**config.mk**
```make
export PLATFORM = sky130hd
export DESIGN_NAME = instr_fetch_ctrl
export DESIGN_NICKNAME = d
export VERILOG_FILES = /design/src/rtl/instr_fetch_ctrl.sv
export SDC_FILE = /design/constraint.sdc
export NUM_CORES = 1
export LEC_CHECK = 0
export CORE_MARGIN = 3
export CORE_UTILIZATION = 48
export DETAILED_ROUTE_END_ITERATION = 10
export PLACE_DENSITY = 0.76
export SLEW_MARGIN = 20
export SYNTH_ARGS = -nofsm -noshare
export SYNTH_HDL_FRONTEND = slang
export SYNTH_SLANG_ARGS = --single-unit
```
**constraint.sdc**
```tcl
create_clock -name clk -period 8.6 [get_ports clk]
set_input_delay 2.58 -clock clk [delete_from_list [all_inputs] [get_ports clk]]
set_output_delay 2.58 -clock clk [all_outputs]
set_load 0.01 [all_outputs]
```
**src/rtl/instr_fetch_ctrl.sv**
```systemverilog
// Fetch sequencer: owns the fetch PC, drives a combinational-read instruction
// memory and queues {pc, instr} pairs in a small prefetch FIFO for decode.
module instr_fetch_ctrl #(
    parameter int unsigned              ADDR_WIDTH = 32,
    parameter int unsigned              DATA_WIDTH = 32,
    parameter logic [ADDR_WIDTH-1:0]    RESET_PC   = '0,
    parameter int unsigned              FIFO_DEPTH = 2
) (
    input  logic                  clk,
    input  logic                  rst,
    output logic [ADDR_WIDTH-1:0] mem_addr,
    input  logic [DATA_WIDTH-1:0] mem_instr,
    input  logic                  redirect_valid,
    input  logic [ADDR_WIDTH-1:0] redirect_pc,
    input  logic                  halt_req,
    output logic                  out_valid,
    output logic [DATA_WIDTH-1:0] out_instr,
    output logic [ADDR_WIDTH-1:0] out_pc,
    input  logic                  out_ready,
    output logic                  idle
);

    localparam int unsigned PTR_W = $clog2(FIFO_DEPTH);
    localparam int unsigned CNT_W = PTR_W + 1;

    typedef enum logic [1:0] {
        RUN,
        DRAIN,
        HALTED
    } state_t;

    state_t                 state;
    state_t                 state_next;

    logic [ADDR_WIDTH-1:0]  fetch_pc;
    logic [ADDR_WIDTH-1:0]  pc_mem    [FIFO_DEPTH];
    logic [DATA_WIDTH-1:0]  instr_mem [FIFO_DEPTH];
    logic [PTR_W-1:0]       rd_ptr;
    logic [PTR_W-1:0]       wr_ptr;
    logic [CNT_W-1:0]       count;
    logic [ADDR_WIDTH-1:0]  last_pc;
    logic [DATA_WIDTH-1:0]  last_instr;

    logic                   pop;
    logic                   pop_eff;
    logic                   push;
    logic                   full;
    logic [ADDR_WIDTH-1:0]  redirect_target;
    logic                   unused_redirect_low;

    assign unused_redirect_low = ^redirect_pc[1:0];
    assign redirect_target     = {redirect_pc[ADDR_WIDTH-1:2], 2'b00};

    assign mem_addr  = fetch_pc;
    assign out_valid = (count != '0);
    assign full      = (count == CNT_W'(FIFO_DEPTH));
    assign pop       = out_valid && out_ready;
    // A pop coinciding with a redirect is void; the flush discards the head anyway.
    assign pop_eff   = pop && !redirect_valid;
    assign push      = (state == RUN) && !halt_req && !redirect_valid && (!full || pop);
    assign idle      = (state == HALTED);

    // While empty, present the last head so decode sees stable (don't-care) values.
    assign out_pc    = out_valid ? pc_mem[rd_ptr]    : last_pc;
    assign out_instr = out_valid ? instr_mem[rd_ptr] : last_instr;

    always_comb begin
        state_next = state;
        case (state)
            RUN: begin
                if (halt_req) state_next = DRAIN;
            end
            DRAIN: begin
                if (!halt_req) begin
                    state_next = RUN;
                end else if ((count == '0) || ((count == CNT_W'(1)) && pop)) begin
                    state_next = HALTED;
                end
            end
            HALTED: begin
                if (!halt_req) state_next = RUN;
            end
            default: state_next = RUN;
        endcase
        if (redirect_valid) begin
            state_next = (state == DRAIN) ? HALTED : state;
        end
    end

    always_ff @(posedge clk or posedge rst) begin
        if (rst) begin
            state <= RUN;
        end else begin
            state <= state_next;
        end
    end

    always_ff @(posedge clk or posedge rst) begin
        if (rst) begin
            fetch_pc <= RESET_PC;
        end else if (redirect_valid) begin
            fetch_pc <= redirect_target;
        end else if (push) begin
            fetch_pc <= fetch_pc + ADDR_WIDTH'(4);
        end
    end

    always_ff @(posedge clk or posedge rst) begin
        if (rst) begin
            rd_ptr <= '0;
            wr_ptr <= '0;
            count  <= '0;
        end else if (redirect_valid) begin
            rd_ptr <= '0;
            wr_ptr <= '0;
            count  <= '0;
        end else begin
            if (push)    wr_ptr <= wr_ptr + PTR_W'(1);
            if (pop_eff) rd_ptr <= rd_ptr + PTR_W'(1);
            case ({push, pop_eff})
                2'b10:   count <= count + CNT_W'(1);
                2'b01:   count <= count - CNT_W'(1);
                default: count <= count;
            endcase
        end
    end

    always_ff @(posedge clk or posedge rst) begin
        if (rst) begin
            for (int unsigned i = 0; i < FIFO_DEPTH; i++) begin
                pc_mem[i]    <= '0;
                instr_mem[i] <= '0;
            end
        end else if (push) begin
            pc_mem[wr_ptr]    <= fetch_pc;
            instr_mem[wr_ptr] <= mem_instr;
        end
    end

    always_ff @(posedge clk or posedge rst) begin
        if (rst) begin
            last_pc    <= '0;
            last_instr <= '0;
        end else if (out_valid) begin
            last_pc    <= pc_mem[rd_ptr];
            last_instr <= instr_mem[rd_ptr];
        end
    end

endmodule
```
Fig. 1: sequential cells coloured by netlist name
Other sequential cells in the stronger grey, the rest of the logic in the fainter grey.
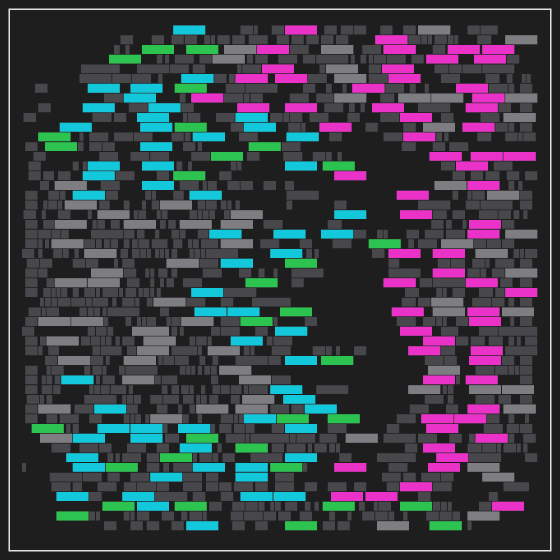
| colour | name in the netlist | flops |
|---|---|---|
| green | last_pc | 32 |
| cyan | pc_mem | 60 |
| magenta | instr_mem | 64 |

Fig. 2: selected gate families
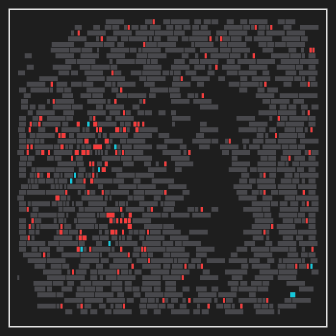
| colour | family | cells |
|---|---|---|
| red | NAND gates | 138 |
| cyan | inverters | 9 |

==> out/results.ini <==
[outcome]
status = completed

[critical_path]
crit_type = reg2out
rr_endpoint = instr_mem[10]
required_ns = 6.02
endpoint_kind = output pin
cp-endpoint = out_pc[21]
crit_start = count[0]
critPathSlowestCell = buf_4
crit_fanout = 71
path_depth = 6

[yosys]
enable_flop_cells = 0
top_cells_by_count = dfrtp_1, nand2_1, mux2_4
yosys.stat.seqShare = 0.555
ff_type = dfrtp_1
yosysCellCount = 794
synth-async-reset-ratio = 1.00
postSynthCellCount = 794
top_area_frac = 0.555
synth.area.top_cells = dfrtp_1, mux2_4, mux2i_1
yosysMostFrequentCell = dfrtp_1

[die]
design.core.area_sq_mm = 0.0204
ioPinCount = 167
n_tap_cell = 270
die.size.y_um = 151
die_x_um = 151
rows = 52
die_area_sq_mm = 0.0228

[cts]
clock_latency_ns = 0.52
cts_buffers = 25
post-cts-setup-buffers = 0
h-tree-depth = 1
root_buffer = clkbuf_16
path_clk_slew_ns = 0.06
cts_hold_buf = 0
cts_tree = built
postCtsResizedCells = 0

[final_layout]
inverters = 9
largest_class = flip-flops and latches
syn2layout_area_growth_pct = 25.9
drive_above_1_share = 0.187
sh_seq_area = 0.441
antennaDiodeCount = 0
layout.cells.non_filler = 1232
nonClkBufAreaFrac = 0.134
final_nets = 1018
lay_top_count = dfrtp_1
fillers = 1631
final_util = 0.623
clock_buffer_count = 32
comb_share = 0.326
fin_area_sq_mm = 0.0127
combGateArea_sq_mm = 0.00415
buffers_excl_clock = 171

[routing]
dr.pass1.iters = 5
ant_nets = 0
drtIter0Drc = 348
vias = 6604
post_drt_wl_per_cell_um = 18.4
wl_um = 22700
drc_errors = 0

[pwr]
top_power_group = combinational cells
p_clk_mw = 1.14
p_comb_frac = 0.393
p_leak_nw = 5.62
p_per_area_mw_per_mm2 = 373
p_sw_frac = 0.314
p_total_mw = 4.75
power_frac_clock = 0.241
seq_cell_power_mw = 1.74

[min_path]
holdPathEnd = pc_mem[29]
hp-start = pc_mem[29]
hold_class = reg2reg

[placed_design]
place.gp.congestion = 0.787
placed_area_sq_mm = 0.0118
portBuffers = 162
dp_hpwl_um = 14500

[global_routing]
grt_pass1_wl_um = 36400
grt_max_degree = 133
grt_pass1_vias = 6742
grt_overflow = 0
antenna_found_initial = 0

[run]
warnings = 32

[timing]
hold_viol_final = 0
whs_ns = 0.482
relSlewSlack = 0.340
worst_pin_slew_ns = 0.987
fin_crit_ns = 5.72
finalSetupTns_ns = 0

Fig. 3: met1 routing
Supply wires on this layer in grey.
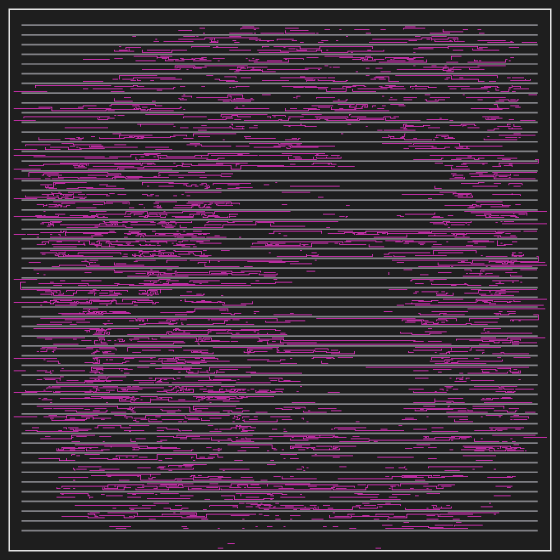
nets with wire on the layer: 925
main direction: horizontal
wire length on this layer: 10200 um
longest straight run: 46.0 um

## state kept, by name, summed over array words and instances (netlist names)
register	cells
state	2
mem_addr	30
last_instr	32
rd_ptr	1
instr_mem	64
pc_mem	60
wr_ptr	1
last_pc	32
count	2
## per-layer routing
| metal | up-vias | track usage | wire length, um |
|---|---|---|---|
| met5 | - | 0 | 0 |
| met1 | 3269 | 0.278 | 10200 |
| li1 | 3101 | - | - |
| met2 | 204 | 0.322 | 10700 |
| met3 | 30 | 0.0440 | 1420 |
| met4 | 0 | 0.0399 | 379 |
## kinds of logic after synthesis
kind of cell    Yosys count  share of synthesized area
flops                   224                      0.555
mux                     186                      0.236
other cells               1                   0.000371
fa+ha+maj                 4                    0.00495
compound gates          125                     0.0733
buf+inv                  57                     0.0381
xor+xnor                  9                    0.00780
simple gates            188                     0.0844
